==> config.mk <==
export PLATFORM = sky130hd
export DESIGN_NAME = gshare_predict_ctrl
export DESIGN_NICKNAME = d
export VERILOG_FILES = /design/src/rtl/gshare_pkg.sv /design/src/rtl/gshare_inflight_fifo.sv /design/src/rtl/gshare_predict_ctrl.sv
export SDC_FILE = /design/constraint.sdc
export NUM_CORES = 1
export LEC_CHECK = 0
export CAP_MARGIN = 20
export CORE_ASPECT_RATIO = 1.25
export CORE_MARGIN = 2
export CORE_UTILIZATION = 36
export CTS_CLUSTER_DIAMETER = 30
export DETAILED_ROUTE_END_ITERATION = 8
export GPL_ROUTABILITY_DRIVEN = 0
export GPL_TIMING_DRIVEN = 0
export PLACE_DENSITY = 0.54
export REMOVE_ABC_BUFFERS = 1
export SLEW_MARGIN = 10
export SYNTH_ARGS = -nofsm -noshare
export SYNTH_HDL_FRONTEND = slang
export SYNTH_SLANG_ARGS = --single-unit
==> constraint.sdc <==
create_clock -name clk -period 5 [get_ports clk]
set_clock_uncertainty 0.1 [all_clocks]
set_input_delay 1.5 -clock clk [delete_from_list [all_inputs] [get_ports clk]]
set_output_delay 1.5 -clock clk [all_outputs]
set_load 0.01 [all_outputs]
**Run 1: signal wires on met1**

Supply wires on this layer in gray.
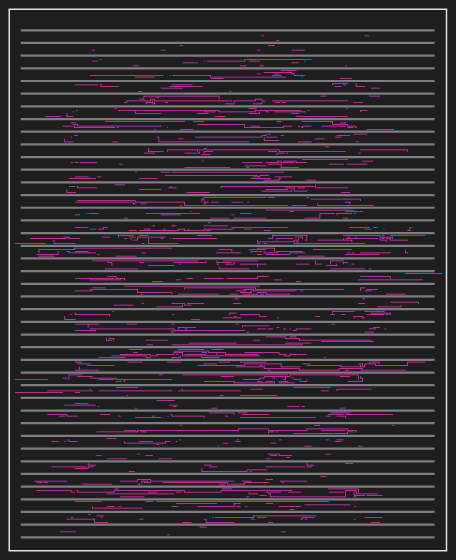
longest straight run: 36.8 µm
wire length on this layer: 2880 µm
share of all routed wire: 44%
Via Count: 1884
routing usage on met1: 16.8%
final WL: 6.55 mm

**Run 1: gate-type map**

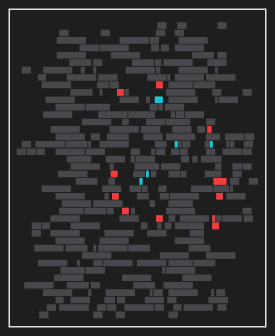
| color | family | cells |
|---|---|---|
| cyan | inverters | 5 |
| red | NAND gates | 11 |
Commonest Layout Cell: edfxtp_1
fin cells: 381
combinational share of cell area: 24.0%

**Run 1: the clock network**

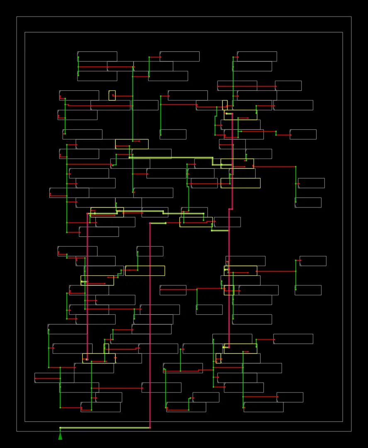
Skew-Pair Late Insertion Delay: 340 ps
CTS sink cnt: 91

==> results.toml, run 1 <==
# synthesis and place-and-route metrics
[outcome]
status = "finished, final reports clean"

[yosys]
yosysSeqAreaShare_pct = 68.3
avgSynthCellArea_um2 = 16.8
yosys-stat-area_um2 = 3600
syn_inst = 214
synth-cells-yosys = 214
top_cell_area_share_pct = 53.3

[pwr]
ir_worst_vdd_mv = 0.186
p_total_mw = 1.88

[cts]
cts_tree = "built"
ctsHoldBuffers = 0
cts_setup_buffers = 0

[final_timing]
tightest_slew_ps = 996
tns_ps = 0
drv_slew = 0
worst_slack_ps = 132
setup_viol = 0
max_clock_freq_mhz = 205

[final_layout]
post-route-cell-area_um2 = 4430
nFillCells = 858
fin_nets = 293

[global_routing]
grt_max_degree = 22
first_global_vias = 1932

[floorplan]
fp-utilization_pct = 37.3
row_count = 40
chip_area_um2 = 10800

[place]
dp_slack_ps = -724
hpwlAfterDp_mm = 3.96

[detailed_routing]
firstDrtPassIters = 4

[critical_path]
end_kind = "output port"
cp_slowest_stage_delay_ps = 550
crit_arrival_ps = 3270
slowest_stage = "clkdlybuf4s50_1"
cp_max_fo = 17
rr_worst_depth = 4

[hold_path]
whs_path_depth = 2
hold_class = "flip-flop to flip-flop"

[run]
cap_violations = 0
==> run 1: cell type report <==
type	instances	area share, %
flip-flops and latches	91	55.6
multi-input cells	105	24.0
repair buffers	38	9.25
clock buffers	10	5.17
well taps	126	3.56
clock inverters	6	1.81
inverters	5	0.537
==> run 1: layout by cell type, fill, tap and decap left out, types with 5 or more instances in the layout <==
| master | Yosys | routed |
|---|---|---|
| nand3b_1 | 8 | 8 |
| nor3_1 | 6 | 6 |
| mux2i_1 | 13 | 13 |
| nor2_1 | 12 | 12 |
| dfxtp_1 | 27 | 27 |
| a21oi_1 | 7 | 7 |
| a22oi_1 | 6 | 6 |
| edfxtp_1 | 64 | 64 |
| xor2_1 | 12 | 12 |
| clkdlybuf4s50_1 | 0 | 34 |
| clkbuf_16 | 0 | 9 |
| mux4_2 | 16 | 16 |
| ha_1 | 5 | 5 |
==> run 1: worst max-delay path: cells and delay by family <==
kind            cells  cell delay, ps
simple gates        1             170
compound gates      1             260
buf+inv             5            1340
==> run 1: what timing repair did <==
action                     4_1_cts  5_1_grt
setup endpoints to repair        2        0
hold endpoints to repair         0        0
gates resized                    7        0
==> run 1: report_power, final <==
group,total (mW),internal (mW),switching [mW]
clock network,0.699,0.433,0.266
logic,0.287,0.164,0.123
registers,0.897,0.857,0.0409
total,1.88,1.45,0.430
==> run 1: routing by layer <==
metal	global-route usage [%]	vias up	routed length [µm]
li1	-	893	-
met1	16.8	946	2880
met2	22.2	35	3270
met3	2.99	10	232
met4	6.76	0	164
met5	0	-	0
==> run 1: logic make-up after synthesis <==
logic type	after synthesis	synth area share [%]
flops	91	68.3
simple gates	34	5.14
mux	29	13.6
compound gates	20	4.23
buf+inv	18	2.64
xor+xnor	17	4.34
fa+ha+maj	5	1.74
**Run 1: power grid**

Pins as bars on the die edge.
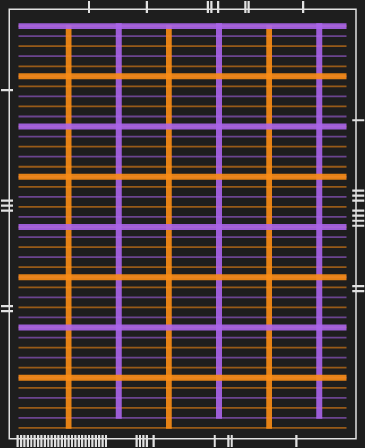

## Run 2: what changed since run 1
--- a/config.mk
+++ b/config.mk
@@ -7,7 +7,6 @@
 export LEC_CHECK = 0
 export CAP_MARGIN = 20
 export CORE_ASPECT_RATIO = 1.25
-export CORE_MARGIN = 2
 export CORE_UTILIZATION = 36
 export CTS_CLUSTER_DIAMETER = 30
 export DETAILED_ROUTE_END_ITERATION = 8
==> constraint.sdc (replaced) <==
create_clock -name clk -period 5.92 [get_ports clk]
set_clock_uncertainty 0.1 [all_clocks]
set_input_delay 1.776 -clock clk [delete_from_list [all_inputs] [get_ports clk]]
set_output_delay 1.776 -clock clk [all_outputs]
set_load 0.01 [all_outputs]
**Run 2: power grid**

Pins as bars on the die edge.
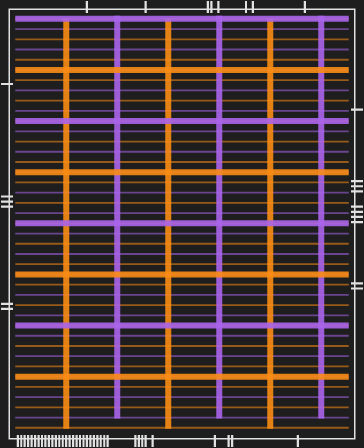
| color | net |
|---|---|
| purple | VDD |
| orange | VSS |
rows: 40
met5 straps: 8
met1 rails: 41
signal pins: 60
met4 straps: 6
chip width: 91.5 µm
core region area: 9660 µm²
Peak VDD IR: 0.140 mV
die height: 114 µm

==> run 2 against run 1 <==
Die area down 3.8%. Register-to-register slack improved by 890 ps. Total power is 20% lower. Cell area is 0.99% lower. Sequential power fell by 15%. Cell count stayed put. Hold slack better by 2.7 ps. Clock-buffer cell count is 2 higher. Global-route usage rose by 0.65 points. Flip-flop count unchanged. Critical path type unchanged. Largest cell class unchanged. Highest routed layer unchanged.
==> results.toml, run 2 <==
# synthesis and place-and-route metrics
[outcome]
status = "finished, final reports clean"

[cts]
cts.sinks = 91
clkLatencyLatePin_ps = 340
cts_tree = "built"

[place]
hpwlAfterDp_mm = 3.92

[yosys]
yosys-stat-area_um2 = 3600
syn_inst = 214
yosysSeqAreaShare_pct = 68.3
yosys-top-cells-area = "edfxtp_1 53%, dfxtp_1 15%, mux4_2 10%, mux2i_1 3.6%, xor2_1 2.9%"
top_cell_area_share_pct = 53.3
avgSynthCellArea_um2 = 16.8
synth-cells-yosys = 214
ys_seq_elements = 91
yosysMostFrequentCell = "edfxtp_1"

[pwr]
power_frac_clock_pct = 33.8
leakagePower_nw = 1.53
seq_power_share_pct = 50.2
power.switching_mw = 0.359
p_comb_share_pct = 16.0
p_total_mw = 1.51
p_sw_share_pct = 23.8

[critical_path]
cp_max_fo = 19
crit_arrival_ps = 3770
reg2reg_slack_ps = 2650
end_kind = "output port"
rr_worst_depth = 4

[floorplan]
chip_area_um2 = 10400
row_count = 40
fp-utilization_pct = 37.3

[global_routing]
grt_max_degree = 22
grt_usage_pct = 14.1
first_global_vias = 1923

[final_timing]
drv_slew = 0
tns_ps = 0
tightest_slew_ps = 1040
setup_viol = 0
max_clock_freq_mhz = 177

[detailed_routing]
drc_errors = 0
vias_per_cell = 4.89
firstDrtPassIters = 4
dr_total_vias = 1863

[hold_path]
hold_class = "flip-flop to flip-flop"
whs_path_depth = 2

[final_layout]
fin_nets = 293
lay_top_count = "edfxtp_1"
mostFrequentLayoutCells = "64 x edfxtp_1, 34 x clkdlybuf4s50_1, 27 x dfxtp_1, 16 x mux4_2, 13 x mux2i_1"
post-route-cell-area_um2 = 4380
nFillCells = 839

[run]
cap_violations = 0
==> run 2: area by class of cell <==
class	instances	area [µm²]	share of cell area, %
Clock buffer	12	246	5.63
Sequential cell	91	2460	56.2
Multi-Input combinational cell	105	1060	24.2
Inverter	5	21.3	0.485
Clock inverter	4	16.3	0.371
Timing Repair Buffer	38	419	9.57
Tap cell	126	158	3.60
==> run 2: cell families after synthesis <==
group           synth area share (%)
flops                           68.3
simple gates                    5.14
mux                             13.6
compound gates                  4.23
buf+inv                         2.64
xor+xnor                        4.34
fa+ha+maj                       1.74
==> run 2: per-layer routing <==
layer / GRT usage (%) / part of all wire, % / vias up
met1: 17.3 / 44 / 924
met4: 8.57 / 2.5 / 0
li1: - / - / 889
met2: 23.3 / 51 / 38
met3: 2.60 / 3.3 / 12
met5: 0 / 0 / -
==> run 2: through the flow <==
step / setup slack (ps) / std cells
6_report: 274 / 381
5_1_grt: 131 / 381
4_1_cts: 236 / 381
3_5_place_dp: -360 / 365
3_3_place_gp: -693 / 362
2_1_floorplan: 1600 / 201
==> run 2: critical path, cell delays in order <==
cell and delay [ps]:
dlygate4sd2_1 400, buf_16 240, inv_1 80, o311a_1 230
nand2b_2 240, inv_4 230, clkdlybuf4s50_1 560
==> run 2: what timing repair did <==
item,4_1_cts,5_1_grt
buffers inserted,0,0
resized,3,0
endpoints found under the setup margin,1,0
hold buffers,0,0
==> run 2: power groups by stage <==
stage	Combinational [mW]	Sequential, mW	Clock (mW)
global route	0.264	0.765	0.552
detailed placement	0.246	0.774	0
finish	0.242	0.758	0.511
CTS	0.248	0.760	0.522
floorplan	0.134	0.773	0
global placement	0.215	0.782	0
No activity file was given, so power comes from the tool's default toggle rates.
